## config.mk

```make
export PLATFORM = sky130hd
export DESIGN_NAME = axi_al_rd_burst
export DESIGN_NICKNAME = d
export VERILOG_FILES = /design/src/rtl/axi_al_rd_burst.sv
export SDC_FILE = /design/constraint.sdc
export NUM_CORES = 1
export LEC_CHECK = 0
export CAP_MARGIN = 20
export CORE_MARGIN = 3
export CORE_UTILIZATION = 30
export DETAILED_ROUTE_END_ITERATION = 7
export MAX_ROUTING_LAYER = met4
export PLACE_DENSITY = 0.62
export RECOVER_POWER = 50
export SLEW_MARGIN = 20
export SYNTH_ARGS = -nofsm -noshare
export SYNTH_HDL_FRONTEND = slang
export SYNTH_SLANG_ARGS = --single-unit
```

## constraint.sdc

```tcl
create_clock -name clk -period 1.7 [get_ports clk]
set_clock_uncertainty 0.05 [all_clocks]
set_input_delay 0.17 -clock clk [delete_from_list [all_inputs] [get_ports clk]]
set_output_delay 0.17 -clock clk [all_outputs]
set_load 0.01 [all_outputs]
```

## src/rtl/axi_al_rd_burst.sv

```systemverilog
// rtl/axi_al_rd_burst.sv - AXI4 INCR read burst to single-beat AL read bridge
module axi_al_rd_burst #(
  parameter int DATA_BITS       = 2,
  parameter int DATA_WIDTH      = 8 << DATA_BITS,
  parameter int ADDR_WIDTH      = 16,
  parameter int ID_WIDTH        = 1,
  parameter int LEN_WIDTH       = 8,
  parameter int MAX_OUTSTANDING = 4
) (
  input  logic                            clk,
  input  logic                            rst,
  input  logic [ADDR_WIDTH-1:0]           s_axi_araddr,
  input  logic [LEN_WIDTH-1:0]            s_axi_arlen,
  input  logic [ID_WIDTH-1:0]             s_axi_arid,
  input  logic                            s_axi_arvalid,
  output logic                            s_axi_arready,
  output logic [DATA_WIDTH-1:0]           s_axi_rdata,
  output logic [ID_WIDTH-1:0]             s_axi_rid,
  output logic [1:0]                      s_axi_rresp,
  output logic                            s_axi_rlast,
  output logic                            s_axi_rvalid,
  input  logic                            s_axi_rready,
  output logic [ADDR_WIDTH-1:DATA_BITS]   m_al_araddr,
  output logic [ID_WIDTH-1:0]             m_al_arid,
  output logic                            m_al_arvalid,
  input  logic                            m_al_arready,
  input  logic [DATA_WIDTH-1:0]           m_al_rdata,
  input  logic [ID_WIDTH-1:0]             m_al_rid,
  input  logic                            m_al_rvalid,
  output logic                            m_al_rready
);

  localparam int WA = ADDR_WIDTH - DATA_BITS;
  localparam int OW = $clog2(MAX_OUTSTANDING + 1);
  localparam logic [OW-1:0] MAX_OS = OW'(MAX_OUTSTANDING);

  typedef enum logic [1:0] {IDLE, ISSUE, DRAIN} state_t;

  state_t               state, state_nx;
  logic [WA-1:0]        waddr;
  logic [LEN_WIDTH-1:0] len, icnt, rcnt;
  logic [ID_WIDTH-1:0]  id;
  logic [OW-1:0]        outstanding, outstanding_nx;
  logic                 arvalid_q;
  logic                 ar_hs, al_ar_hs, r_hs;
  logic                 unused_low_addr;

  assign unused_low_addr = ^s_axi_araddr[DATA_BITS-1:0];

  assign ar_hs    = s_axi_arvalid && s_axi_arready;
  assign al_ar_hs = arvalid_q && m_al_arready;
  // Returns only count against a live burst; nothing is in flight while idle.
  assign r_hs     = m_al_rvalid && s_axi_rready && (state != IDLE);

  always_ff @(posedge clk or posedge rst) begin
    if (rst) state <= IDLE;
    else     state <= state_nx;
  end

  always_comb begin
    state_nx = state;
    case (state)
      IDLE:    if (ar_hs) state_nx = ISSUE;
      ISSUE:   if (al_ar_hs && icnt == len) state_nx = DRAIN;
      DRAIN:   if (r_hs && rcnt == len) state_nx = IDLE;
      default: state_nx = IDLE;
    endcase
  end

  always_comb begin
    s_axi_arready = (state == IDLE);
    s_axi_rlast   = (state != IDLE) && (rcnt == len);
    s_axi_rvalid  = m_al_rvalid;
    s_axi_rdata   = m_al_rdata;
    s_axi_rid     = m_al_rid;
    s_axi_rresp   = 2'b00;
    m_al_rready   = s_axi_rready;
    m_al_araddr   = waddr;
    m_al_arid     = id;
    m_al_arvalid  = arvalid_q;
  end

  always_comb begin
    outstanding_nx = outstanding;
    if (al_ar_hs && !r_hs)
      outstanding_nx = outstanding + OW'(1);
    else if (r_hs && !al_ar_hs && outstanding != '0)
      outstanding_nx = outstanding - OW'(1);
  end

  // arvalid is precomputed from next-cycle state so the AL request is a clean flop output.
  always_ff @(posedge clk or posedge rst) begin
    if (rst) begin
      waddr       <= '0;
      len         <= '0;
      id          <= '0;
      icnt        <= '0;
      rcnt        <= '0;
      outstanding <= '0;
      arvalid_q   <= 1'b0;
    end else begin
      if (ar_hs) begin
        waddr <= s_axi_araddr[ADDR_WIDTH-1:DATA_BITS];
        len   <= s_axi_arlen;
        id    <= s_axi_arid;
        icnt  <= '0;
        rcnt  <= '0;
      end else begin
        if (al_ar_hs) begin
          waddr <= waddr + WA'(1);
          icnt  <= icnt + LEN_WIDTH'(1);
        end
        if (r_hs) rcnt <= rcnt + LEN_WIDTH'(1);
      end
      outstanding <= outstanding_nx;
      arvalid_q   <= (state_nx == ISSUE) && (outstanding_nx != MAX_OS);
    end
  end

endmodule

```

==> results_slide.txt, run 1 <==
Implementation Results

Setup path
  • CP arrival: 1.57 ns
  • R2R setup slack: 0.03 ns
  • Critical Path, Cell by Cell: xor2_1 -> nor4_2 -> buf_4 -> nand2_2 -> nor2_1 -> buf_2

Drt
  • Routed Antenna Nets: 0
  • Drt total wl: 5.52 mm
  • Top Metal Used: met4
  • Via density: 4.57

Flow run
  • Max-cap violations: 0
  • Tool warnings: 31

Global route
  • Largest net degree at the start of global routing: 46
  • Vias in the first global route: 1919

Die
  • Die H: 99.9 um
  • Full die area: 9980 um2
  • Fp_density: 31.5%

STA
  • Tcrit/Tclk final: 106%
  • Setup slack after layout: -0.0950 ns
  • Slew @ Worst Pin: 1.15 ns
  • Setup violations, final: 1

Yosys
  • XORs/XNORs by Area: 13.9%
  • Post-Synth Simple-Gate Area: 15.0%
  • Post-Syn Area: 2640 um2
  • Adder share: 2.84%
  • Synth Flop Type: dfrtp_1

Pwr
  • Psw: 1.83 mW
  • P_int: 3.22 mW

Min path
  • Hold Startpoint: m_al_rdata[11]

Outcome
  • Outcome: finished with violations
  • Failing checks: negative setup slack

Cells and area
  • Nets: 396
  • N_diodes: 0
  • Non-clock buffers: 92

Clock tree
  • CTS tree: built
### Placement view, run 1

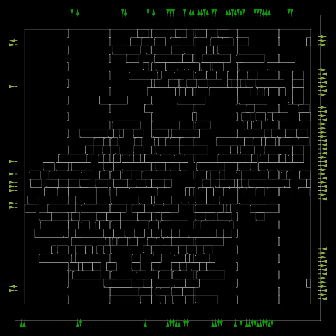
flop share of the area: 32.8%
final core utilization: 40.9%
Flops: 45

### Signal wires by layer, run 1

Scale bar: 20 um.
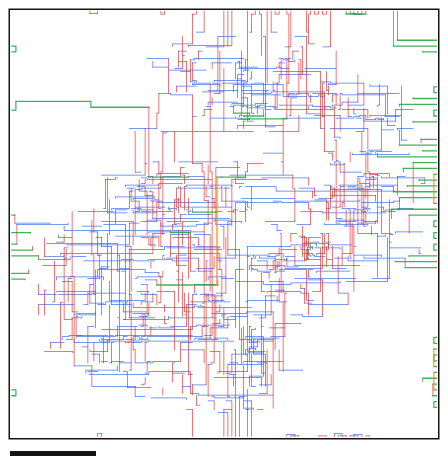
metal 3 -> green  # wire length 315 um
metal 4 -> orange  # wire length 40.1 um
metal 1 -> blue  # wire length 2660 um
metal 2 -> red  # wire length 2510 um

### Sequential cells coloured by netlist name, run 1

Scale bar: 20 um.
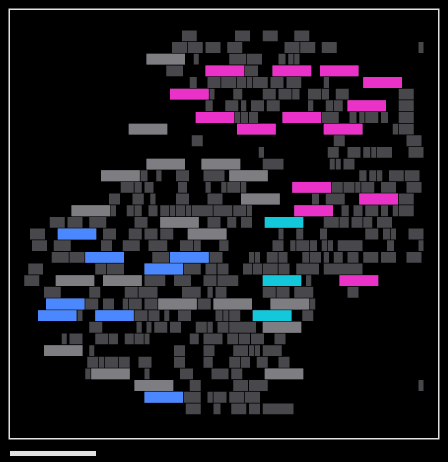
`outstanding` -> cyan  # flops 3
`m_al_araddr` -> magenta  # flops 14
`len` -> blue  # flops 8
not coloured = 20

### Gate-type map, run 1

Scale bar: 20 um.
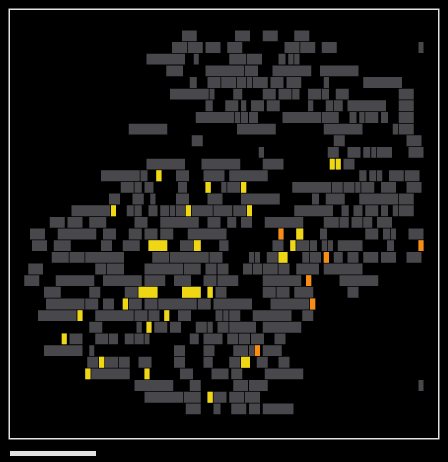

==> run 2, diff against run 1 <==
--- a/config.mk
+++ b/config.mk
@@ -6,7 +6,7 @@
 export NUM_CORES = 1
 export LEC_CHECK = 0
 export CAP_MARGIN = 20
-export CORE_MARGIN = 3
+export CORE_MARGIN = 4
 export CORE_UTILIZATION = 30
 export DETAILED_ROUTE_END_ITERATION = 7
 export MAX_ROUTING_LAYER = met4
### Gate-type map, run 2

Scale bar: 20 um.
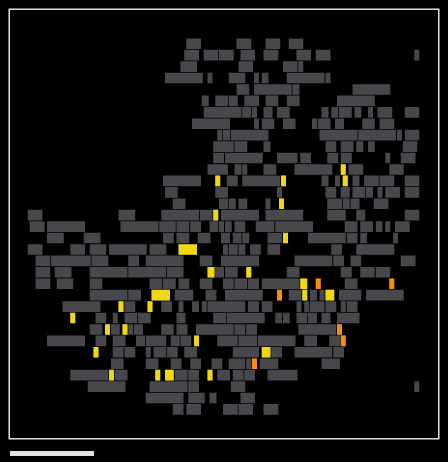
inverters -> orange  # cells 6, most used inv_1
NOR gates -> yellow  # cells 26, most used nor2_1

==> run 2 against run 1 <==
Utilization increased by 0.10 points. Setup slack got worse by 0.053 ns. The run still ends with negative setup slack left. Maximum frequency is 2.9% lower. Flip-flop count unchanged. Sequential share of layout area hardly changed. Critical path depth decreased by 1.
==> results_slide.txt, run 2 <==
Implementation Results

STA
  • Slew @ Worst Pin: 0.664 ns
  • Slew Limit Fails: 0
  • Setup violations, final: 1
  • Fin crit period: 1.85 ns
  • Tcrit/Tclk final: 109%
  • Setup slack after layout: -0.148 ns

Cells and area
  • Non-clock buffers: 96
  • N_diodes: 0
  • Flops: 45
  • Nets: 400
  • Non-clk buf share: 24.9%

Yosys
  • Post-Syn Area: 2640 um2
  • Synth Flop Type: dfrtp_1
  • Flip-flops with a built-in enable: 0
  • Adder share: 2.84%
  • Post-Synth Simple-Gate Area: 15.0%
  • XORs/XNORs by Area: 13.9%

Flow run
  • Max-cap violations: 0

Global route
  • Vias in the first global route: 2071
  • Largest net degree at the start of global routing: 32

Pwr
  • P_int: 3.24 mW

Setup path
  • RR Startpoint: state[0]
  • RR Endpoint: m_al_arvalid
  • Critical Path, Cell by Cell: xor2_1 -> nor4_1 -> nand2_2 -> nor2_1 -> buf_2
  • CP arrival: 1.63 ns

Clock tree
  • CTS tree: built
  • Clk pin slew, worst setup/hold paths: 0.09 ns
  • Htree depth: 2

Die
  • Fp_density: 31.5%
  • Die H: 102 um
  • Die X: 102 um
  • Full die area: 10400 um2

Drt
  • Top Metal Used: met4
  • Drt total wl: 5.65 mm
  • Via density: 4.61
  • Routed Antenna Nets: 0
  • WL/cell: 13.0 um
  • Routed length on met2: 2.62 mm

Outcome
  • Outcome: finished with violations
  • Failing checks: negative setup slack
### Sequential cells coloured by netlist name, run 2

Scale bar: 20 um.
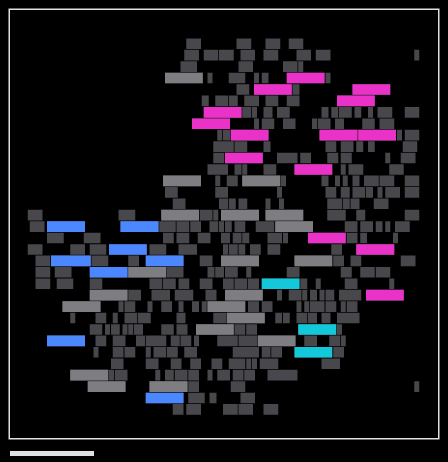
flop share of the area: 32.8%
Seq power: 1.89 mW
Register Area: 1130 um2
final core utilization: 41.0%

Power is estimated from default activity; no workload was simulated.
